Fig. 1: run 1, where the registers sit
The bar under the picture is 50 um long. Other sequential cells in the stronger gray, the rest of the logic in the fainter gray.
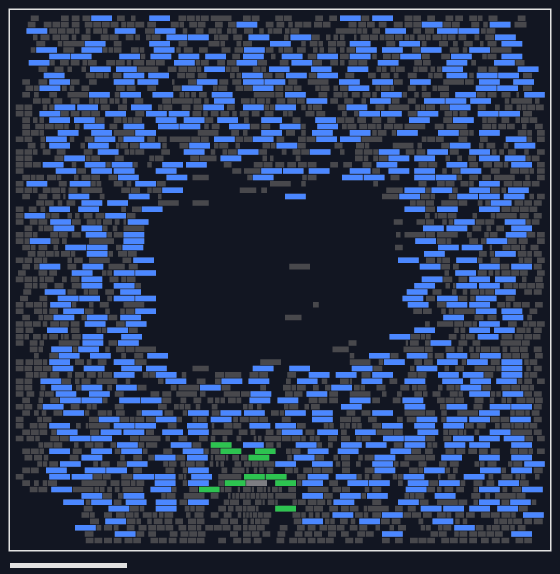
Fig. 2: run 1, metal layers overlaid
Only two layers are drawn.
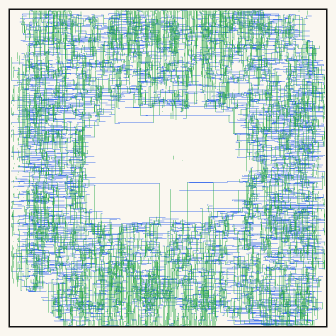
Fig. 3: run 1, clock routing
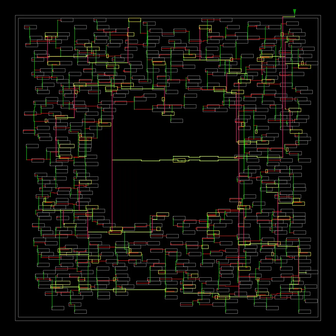
### src/rtl/shift_word_serializer.sv
// rtl/shift_word_serializer.sv - parallel-in, serial-out word serializer with valid/ready handshakes
module shift_word_serializer #(
  parameter int SIZE      = 512,
  parameter bit LSB_FIRST = 1'b1,
  parameter int CNT_W     = $clog2(SIZE) + 1
) (
  input  logic             shift_word_serializer_port_clk,
  input  logic             shift_word_serializer_port_rst,
  input  logic             shift_word_serializer_port_en,
  input  logic             shift_word_serializer_port_in_valid,
  output logic             shift_word_serializer_port_in_ready,
  input  logic [SIZE-1:0]  shift_word_serializer_port_in_data,
  input  logic             shift_word_serializer_port_out_ready,
  output logic             shift_word_serializer_port_out_valid,
  output logic             shift_word_serializer_port_out_bit,
  output logic             shift_word_serializer_port_out_last,
  output logic             shift_word_serializer_port_busy,
  output logic [CNT_W-1:0] shift_word_serializer_port_bit_cnt
);

  typedef enum logic {IDLE, SHIFT} state_t;

  localparam logic [CNT_W-1:0] LAST_IDX = CNT_W'(SIZE - 1);

  logic             clk, rst_n, en;
  state_t           state_q, state_d;
  logic [SIZE-1:0]  sreg, sreg_shifted;
  logic [CNT_W-1:0] cnt;
  logic             at_last, in_ready_c, out_valid_c, accept, beat, load, shift;

  assign clk   = shift_word_serializer_port_clk;
  assign rst_n = shift_word_serializer_port_rst;
  assign en    = shift_word_serializer_port_en;

  assign at_last      = (state_q == SHIFT) && (cnt == LAST_IDX);
  assign sreg_shifted = LSB_FIRST ? (sreg >> 1) : (sreg << 1);

  always_comb begin
    state_d     = state_q;
    in_ready_c  = 1'b0;
    out_valid_c = 1'b0;
    accept      = 1'b0;
    beat        = 1'b0;
    load        = 1'b0;
    shift       = 1'b0;
    case (state_q)
      IDLE: begin
        // rst_n gate keeps in_ready low for the whole reset assertion
        in_ready_c = en & rst_n;
        accept     = shift_word_serializer_port_in_valid & in_ready_c;
        if (accept) begin
          load    = 1'b1;
          state_d = SHIFT;
        end
      end
      SHIFT: begin
        out_valid_c = en;
        in_ready_c  = en & at_last & shift_word_serializer_port_out_ready;
        accept      = shift_word_serializer_port_in_valid & in_ready_c;
        beat        = out_valid_c & shift_word_serializer_port_out_ready;
        if (beat) begin
          if (accept) begin
            load = 1'b1;
          end else begin
            shift = 1'b1;
            if (at_last) state_d = IDLE;
          end
        end
      end
      default: state_d = IDLE;
    endcase
  end

  always_ff @(posedge clk or negedge rst_n) begin
    if (!rst_n) begin
      state_q <= IDLE;
      sreg    <= '0;
      cnt     <= '0;
    end else if (en) begin
      state_q <= state_d;
      if (load) begin
        sreg <= shift_word_serializer_port_in_data;
        cnt  <= '0;
      end else if (shift) begin
        sreg <= sreg_shifted;
        cnt  <= cnt + CNT_W'(1);
      end
    end
  end

  assign shift_word_serializer_port_in_ready  = in_ready_c;
  assign shift_word_serializer_port_out_valid = out_valid_c;
  assign shift_word_serializer_port_out_bit   = LSB_FIRST ? sreg[0] : sreg[SIZE-1];
  assign shift_word_serializer_port_out_last  = at_last;
  assign shift_word_serializer_port_busy      = (state_q == SHIFT);
  assign shift_word_serializer_port_bit_cnt   = cnt;

endmodule

### config.mk
export PLATFORM = sky130hd
export DESIGN_NAME = shift_word_serializer
export DESIGN_NICKNAME = d
export VERILOG_FILES = /design/src/rtl/shift_word_serializer.sv
export SDC_FILE = /design/constraint.sdc
export NUM_CORES = 1
export LEC_CHECK = 0
export CORE_MARGIN = 2
export CORE_UTILIZATION = 45
export DETAILED_ROUTE_END_ITERATION = 12
export PLACE_DENSITY = 0.76
export SYNTH_ARGS = -nofsm -noshare
export SYNTH_HDL_FRONTEND = slang
export SYNTH_SLANG_ARGS = --single-unit
### constraint.sdc
create_clock -name shift_word_serializer_port_clk -period 4 [get_ports shift_word_serializer_port_clk]
set_input_delay 0.4 -clock shift_word_serializer_port_clk [delete_from_list [all_inputs] [get_ports shift_word_serializer_port_clk]]
set_output_delay 0.4 -clock shift_word_serializer_port_clk [all_outputs]
set_load 0.05 [all_outputs]
==> run summary, run 1 <==
Worst Setup End Kind: primary output
DR iter-0 viols: 1668
vias in the first global route: 18200
final setup fails: 0
nets: 2757
P_int: 12.5 mW
Clock power frac: 30.1%
layout cells sized above 1: 28.1%
initial antenna violation count: 13
Die Wd: 231 um
GRT Util Overall: 23.5%
Routed Antenna Nets: 0
fraction of registers with async set/reset: 100%
yosys cell count: 1776
worst vdd ir: 337 uV
Max Slew Vio Count: 0
Synth Instances: 1776
area reported by Yosys stat: 23100 um^2
num rows: 83
warnings from Yosys: 0
status: complete, no violations
sequential area share after synthesis: 56.6%
vias: 17300
FILL cells: 3938
clk_lat worst skew: 600 ps
clk buf depth: 3
IO Port Bufs: 531
cell area power density: 540 nW/um^2
xor/xnor share: 0.189%
Notes on Fig. 1 above:
Green stands for `shift_word_serializer_port_bit_cnt`, flops 10, where south. Blue stands for `sreg`, flops 512, where widely spread.

Notes on Fig. 2 above:
Green stands for metal 2, wire length 30.3 mm. Blue stands for metal 1, wire length 27.4 mm.

Notes on Fig. 3 above:
flop count: 523
Max Clock Skew: 14.4 ps
Clock buffer cells: 86
CTS buffer count: 55

## run 1: power groups by stage
stage	clock [mW]	sequential, mW	combinational (mW)
after global placement	0	8.22	3.30
final	5.02	8.29	3.40
after floorplan	0	7.99	2.34
after CTS	5.12	8.26	3.44
after global routing	5.34	8.48	3.66
after detailed placement	0	8.28	3.42
## run 1: flip-flops by register name, indices dropped and copies added (netlist names)
signal and count:
shift_word_serializer_port_busy 1, sreg 512, shift_word_serializer_port_bit_cnt 10
## run 1: cell usage in the layout, fill, tap and decap left out, types with 2 or more instances in the layout
| cell | n |
|---|---|
| clkdlybuf4s50_1 | 529 |
| clkbuf_8 | 12 |
| bufinv_16 | 2 |
| or4_1 | 2 |
| xor2_1 | 4 |
| buf_4 | 29 |
| nand3_1 | 4 |
| o31ai_1 | 3 |
| o21ai_0 | 4 |
| clkbuf_16 | 57 |
| clkinvlp_4 | 2 |
| o2111ai_1 | 2 |
| clkbuf_1 | 17 |
| buf_12 | 17 |
| and2_1 | 2 |
| o221a_2 | 511 |
| nand4b_1 | 2 |
| nand2b_1 | 511 |
| nand2_1 | 9 |
| a21oi_1 | 4 |
| diode_2 | 11 |
| nor2_1 | 8 |
| clkinv_2 | 6 |
| dfrtp_1 | 523 |
## run 1: final timing paths
check                                                                           from                                   to  slack (ps)  cells past startpoint
setup / recovery                               shift_word_serializer_port_bit_cnt[0]  shift_word_serializer_port_out_last         690                      5
setup reg to reg                               shift_word_serializer_port_bit_cnt[0]                            sreg[286]        1160                      6
min in group shift_word_serializer_port_clk  shift_word_serializer_port_in_data[511]                            sreg[511]         440                      2
max in group asynchronous                             shift_word_serializer_port_rst                            sreg[424]        2020                      4
hold reg to reg                                                            sreg[511]                            sreg[511]         530                      1
hold / removal                                        shift_word_serializer_port_rst                            sreg[171]         310                      2
## run 1: through the flow
step / std cells / setup WS (ps)
6_report: 2969 / 693
5_1_grt: 2965 / 589
4_1_cts: 2958 / 696
3_5_place_dp: 2861 / 1010
3_3_place_gp: 2861 / 1090
2_1_floorplan: 1776 / 1490
## run 1: final cells by class
cell class                 count  area, um^2  share of cell area (%)
clock inverter                10         105                   0.340
sequential                   523       13100                    42.3
multi-input combinational   1082        9350                    30.2
antenna                       11        27.5                  0.0889
tap                          680         851                    2.75
clock buffer                  86        1660                    5.35
timing repair buffer         577        5880                    19.0
## run 1: repair_timing
action | CTS | global route
setup buffers | 0 | 0
hold buffers | 1 | 0
hold endpoints to repair | 34 | 0
## run 1: per-layer routing
layer | track usage, % | share of wire, %
met1 | 31.5 | 43
met2 | 37.6 | 47
met3 | 4.47 | 5.8
met4 | 10.2 | 3.7
met5 | 0 | 0.055
## run 1: cells by family (layout without fill, tap and decap cells)
family,after synthesis,count (layout)
other cells,0,11
simple gates,546,546
buf+inv,171,673
xor+xnor,5,5
fa+ha+maj,1,1
flops,523,523
compound gates,530,530
==> run 2, diff against run 1 <==
clock period = 3.3 ns   (was 4 ns; I/O delays follow)
Fig. 4: run 2, where the registers sit
The bar under the picture is 50 um long. Other sequential cells in the stronger gray, the rest of the logic in the fainter gray.
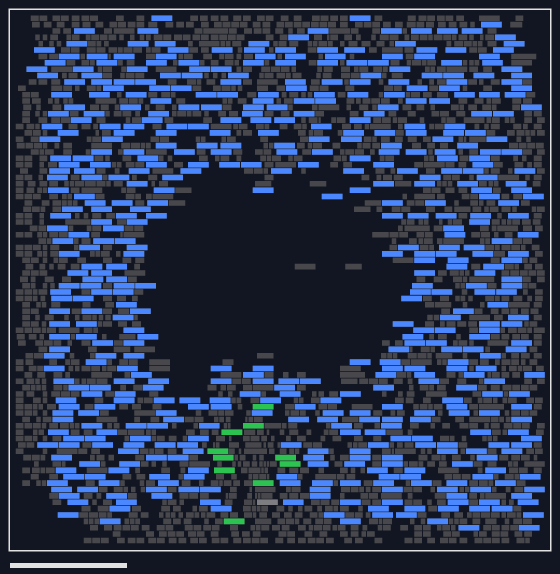
Green stands for `shift_word_serializer_port_bit_cnt`, flops 10, where south. Blue stands for `sreg`, flops 512, where widely spread.
Another 1 sequential cells are not colored.

==> run summary, run 2 <==
Clock power frac: 31.7%
worst vdd ir: 362 uV
CTS Root Cell: clkbuf_16
DR iter-0 viols: 1770
GRT Util Overall: 23.6%
HPWL after detailed placement: 43800 um
clk_lat worst skew: 590 ps
warnings from Yosys: 0
layout cells sized above 1: 28.8%
highest-count logic cell in the final layout: clkdlybuf4s50_1
CTS buffer count: 54
yosys cell count: 1776
Placed Cells: 2868
Worst setup SP type: flip-flop
cell area power density: 664 nW/um^2
Switching Fraction: 25.1%
num rows: 83
Die Wd: 231 um
status: complete, no violations
final setup fails: 0
Max Slew Vio Count: 0
vias in the first global route: 18000
CP max stage cell: clkdlybuf4s50_1
Worst Setup End Kind: primary output
area reported by Yosys stat: 23100 um^2
P_int: 15.6 mW
nets: 2763
vias: 17400
FILL cells: 3964
most numerous logic cells after layout: clkdlybuf4s50_1 (529), dfrtp_1 (523), nand2b_1 (511), o221a_2 (511), clkbuf_16 (57)
Synth Instances: 1776
Max FO, Critical Path: 7
Max Clock Skew: 16.9 ps
r2r setup slk: 580 ps
fin cells: 2971
sequential area share after synthesis: 56.6%
CP delay by family, top: buffers and inverters
Largest register FFs: 512
Biggest register: sreg
Setup Total Neg Slack: 0 ps
Routed Antenna Nets: 0
Remaining DRCs: 0
first-pass GRT wire length: 100000 um
crit path time final: 3180 ps
Syn Nets: 2294
initial antenna violation count: 7
fraction of registers with async set/reset: 100%
clk buf depth: 3
clock sinks: 523
Fig. 5: run 2, I/O nets highlighted
The bar under the picture is 50 um long.
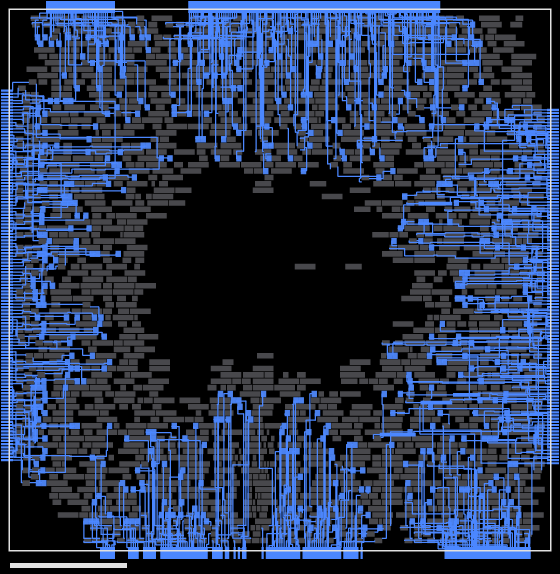
Blue stands for `shift_word_serializer_port_in_data`, direction input, end cells 512, buffers 512, wire 20.3 mm.
IO Port Bufs: 531
I/O pins: 532

-- run 2: cell counts after synthesis --
Identical to the previous run, type by type.
-- run 2: layout make-up --
| type | instances | area, um^2 | area share, % |
|---|---|---|---|
| flip-flops and latches | 523 | 13100 | 41.9 |
| clock buffers | 79 | 1660 | 5.31 |
| repair buffers | 584 | 6010 | 19.2 |
| clock inverters | 18 | 270 | 0.865 |
| multi-input cells | 1082 | 9350 | 29.9 |
| diodes | 5 | 12.5 | 0.0401 |
| well taps | 680 | 851 | 2.72 |
-- run 2: path summary, 6_finish.rpt --
check,start,depth (start not counted),endpoint
hold reg to reg,sreg[511],1,sreg[511]
setup reg to reg,shift_word_serializer_port_bit_cnt[0],6,sreg[44]
max in group asynchronous,shift_word_serializer_port_rst,3,sreg[361]
hold / removal,shift_word_serializer_port_rst,2,sreg[199]
setup / recovery,shift_word_serializer_port_bit_cnt[0],5,shift_word_serializer_port_out_last
min in group shift_word_serializer_port_clk,shift_word_serializer_port_in_data[511],2,sreg[511]
-- run 2: timing repair --
action	CTS	global route
endpoints found under the hold margin	23	0
hold buffers	1	0
buffers inserted	0	0
setup endpoints to repair	0	0
-- run 2: power groups by stage --
stage,combinational (mW),clock [mW],sequential [mW]
after global placement,4.01,0,9.99
final,4.13,6.57,10.0
after CTS,4.18,6.66,10.0
after detailed placement,4.16,0,10.1
after floorplan,2.84,0,9.68
after global routing,4.45,6.94,10.3
-- run 2: cells by family (layout without fill, tap and decap cells) --
group,count (synthesis),after routing,synth area share (%)
AOI/OAI and AO/OA,530,530,25.5
xor gates and xnor gates,5,5,0.189
adders and majority gates,1,1,0.0541
buffers and inverters,171,681,3.04
DFF,523,523,56.6
other,0,5,0
and+or+nand+nor,546,546,14.6
-- run 2: layer usage --
layer | wire length, um | GRT usage (%) | vias up | part of all wire (%)
li1 | - | - | 7776 | -
met1 | 27100 | 32.0 | 8860 | 43
met2 | 30500 | 38.3 | 595 | 48
met3 | 4020 | 4.11 | 118 | 6.3
met4 | 1980 | 8.31 | 8 | 3.1
met5 | 48 | 0 | - | 0.075
-- run 2: through the flow --
step	setup WS, ps	cell area, um^2	total power [mW]	utilization [%]
after floorplan	795	23100	12.5	-
after global placement	523	29300	14.0	57.3
after detailed placement	440	29300	14.2	57.3
after CTS	92.0	31200	20.9	61.1
after global routing	13.0	31200	21.7	61.1
final	122	31200	20.8	61.1
==> run 3, diff against run 2 <==
CORE_UTILIZATION = 51   (was 45)
PLACE_DENSITY = 0.84   (was 0.76)
REMOVE_ABC_BUFFERS = 1   (was not set)
Fig. 6: run 3, layout detail
Region (34, 143) to (74, 183) um. Cells in gray, sequential cells in the stronger gray; small squares are vias.
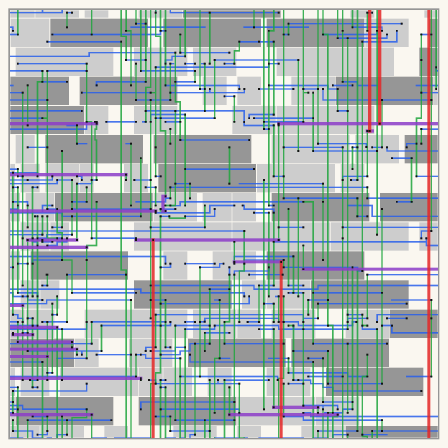
Green stands for metal 2. Blue stands for metal 1. Purple stands for metal 3. Red stands for metal 4.
Most frequent: dfrtp_1 (23), nand2b_1 (15), o221a_2 (15). Netlist names of flops here include `sreg` (17), `shift_word_serializer_port_bit_cnt` (6). Sequential cells in the window: 23. 82 logic cells have their middle in the window.

==> run summary, run 3 <==
r2r setup slk: 660 ps
FILL cells: 3109
worst vdd ir: 424 uV
Worst setup SP type: flip-flop
wl on met1: 26600 um
fraction of registers with async set/reset: 100%
status: complete, no violations
initial antenna violation count: 1
clk buf depth: 3
Placed Cells: 2786
HPWL after detailed placement: 44100 um
CTS buffer count: 54
final worst slack: 427 ps
dpl ws: 439 ps
vias: 17700
layout cells sized above 1: 28.4%
vias in the first global route: 18400
Routed Antenna Nets: 0
crit path time final: 2870 ps
Placed Area: 29200 um^2
sequential area share after synthesis: 56.6%
Fig. 7: run 3, I/O nets highlighted
The bar under the picture is 50 um long.
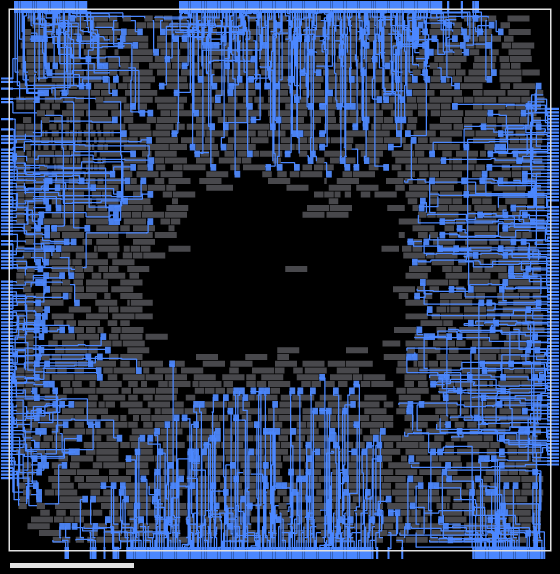
Blue stands for `shift_word_serializer_port_in_data`, direction input, end cells 512, buffers 512, wire 20.1 mm.

-- run 3: cell counts after synthesis --
Identical to the previous run, type by type.
-- run 3: kinds of logic (layout without fill, tap and decap cells) --
family	Yosys count	in the layout	share of synthesized area [%]
AND-OR/OR-AND	530	530	25.5
flip-flops	523	523	56.6
AND/OR/NAND/NOR	546	546	14.6
buffers and inverters	171	677	3.04
adder cells (fa/ha/maj)	1	1	0.0541
XOR/XNOR	5	5	0.189
-- run 3: final cells by class --
class	instances	area (um^2)	area share, %
Clock buffer	80	1620	5.23
Multi-Input combinational cell	1082	9350	30.1
Sequential cell	523	13100	42.2
Timing Repair Buffer	582	6010	19.3
Clock inverter	15	230	0.742
Tap cell	600	751	2.42
-- run 3: where the power goes --
group | switching [mW] | internal [mW]
clock network | 2.52 | 3.85
registers | 1.50 | 8.60
logic | 1.22 | 2.95
total | 5.23 | 15.4
-- run 3: layer usage --
layer	vias to the layer above	global-route usage, %
met5	-	0
met4	2	12.6
met3	159	4.89
met2	688	44.0
met1	9058	35.9
li1	7754	-
-- run 3: path summary, 6_finish.rpt --
check | start | endpoint | cells after the start
min | shift_word_serializer_port_rst | shift_word_serializer_port_bit_cnt[2] | 2
min reg2reg | sreg[511] | sreg[511] | 1
min in group shift_word_serializer_port_clk | shift_word_serializer_port_in_data[511] | sreg[511] | 2
max | shift_word_serializer_port_bit_cnt[0] | shift_word_serializer_port_out_last | 5
max in group asynchronous | shift_word_serializer_port_rst | sreg[511] | 4
max reg2reg | shift_word_serializer_port_bit_cnt[0] | sreg[134] | 6
-- run 3: worst max-delay path: stages (launching register included) --
cell	delay, ps
dfrtp_1	490
ha_1	310
nand3b_1	110
nor3_1	390
and2_1	230
dlymetal6s2s_1	430
-- run 3: repair_timing --
action                                 CTS  global route
gates resized                            0             1
endpoints found under the hold margin   66             0
setup endpoints to repair                0             1
hold buffers                             1             0
Power and IR drop assume default switching activity.
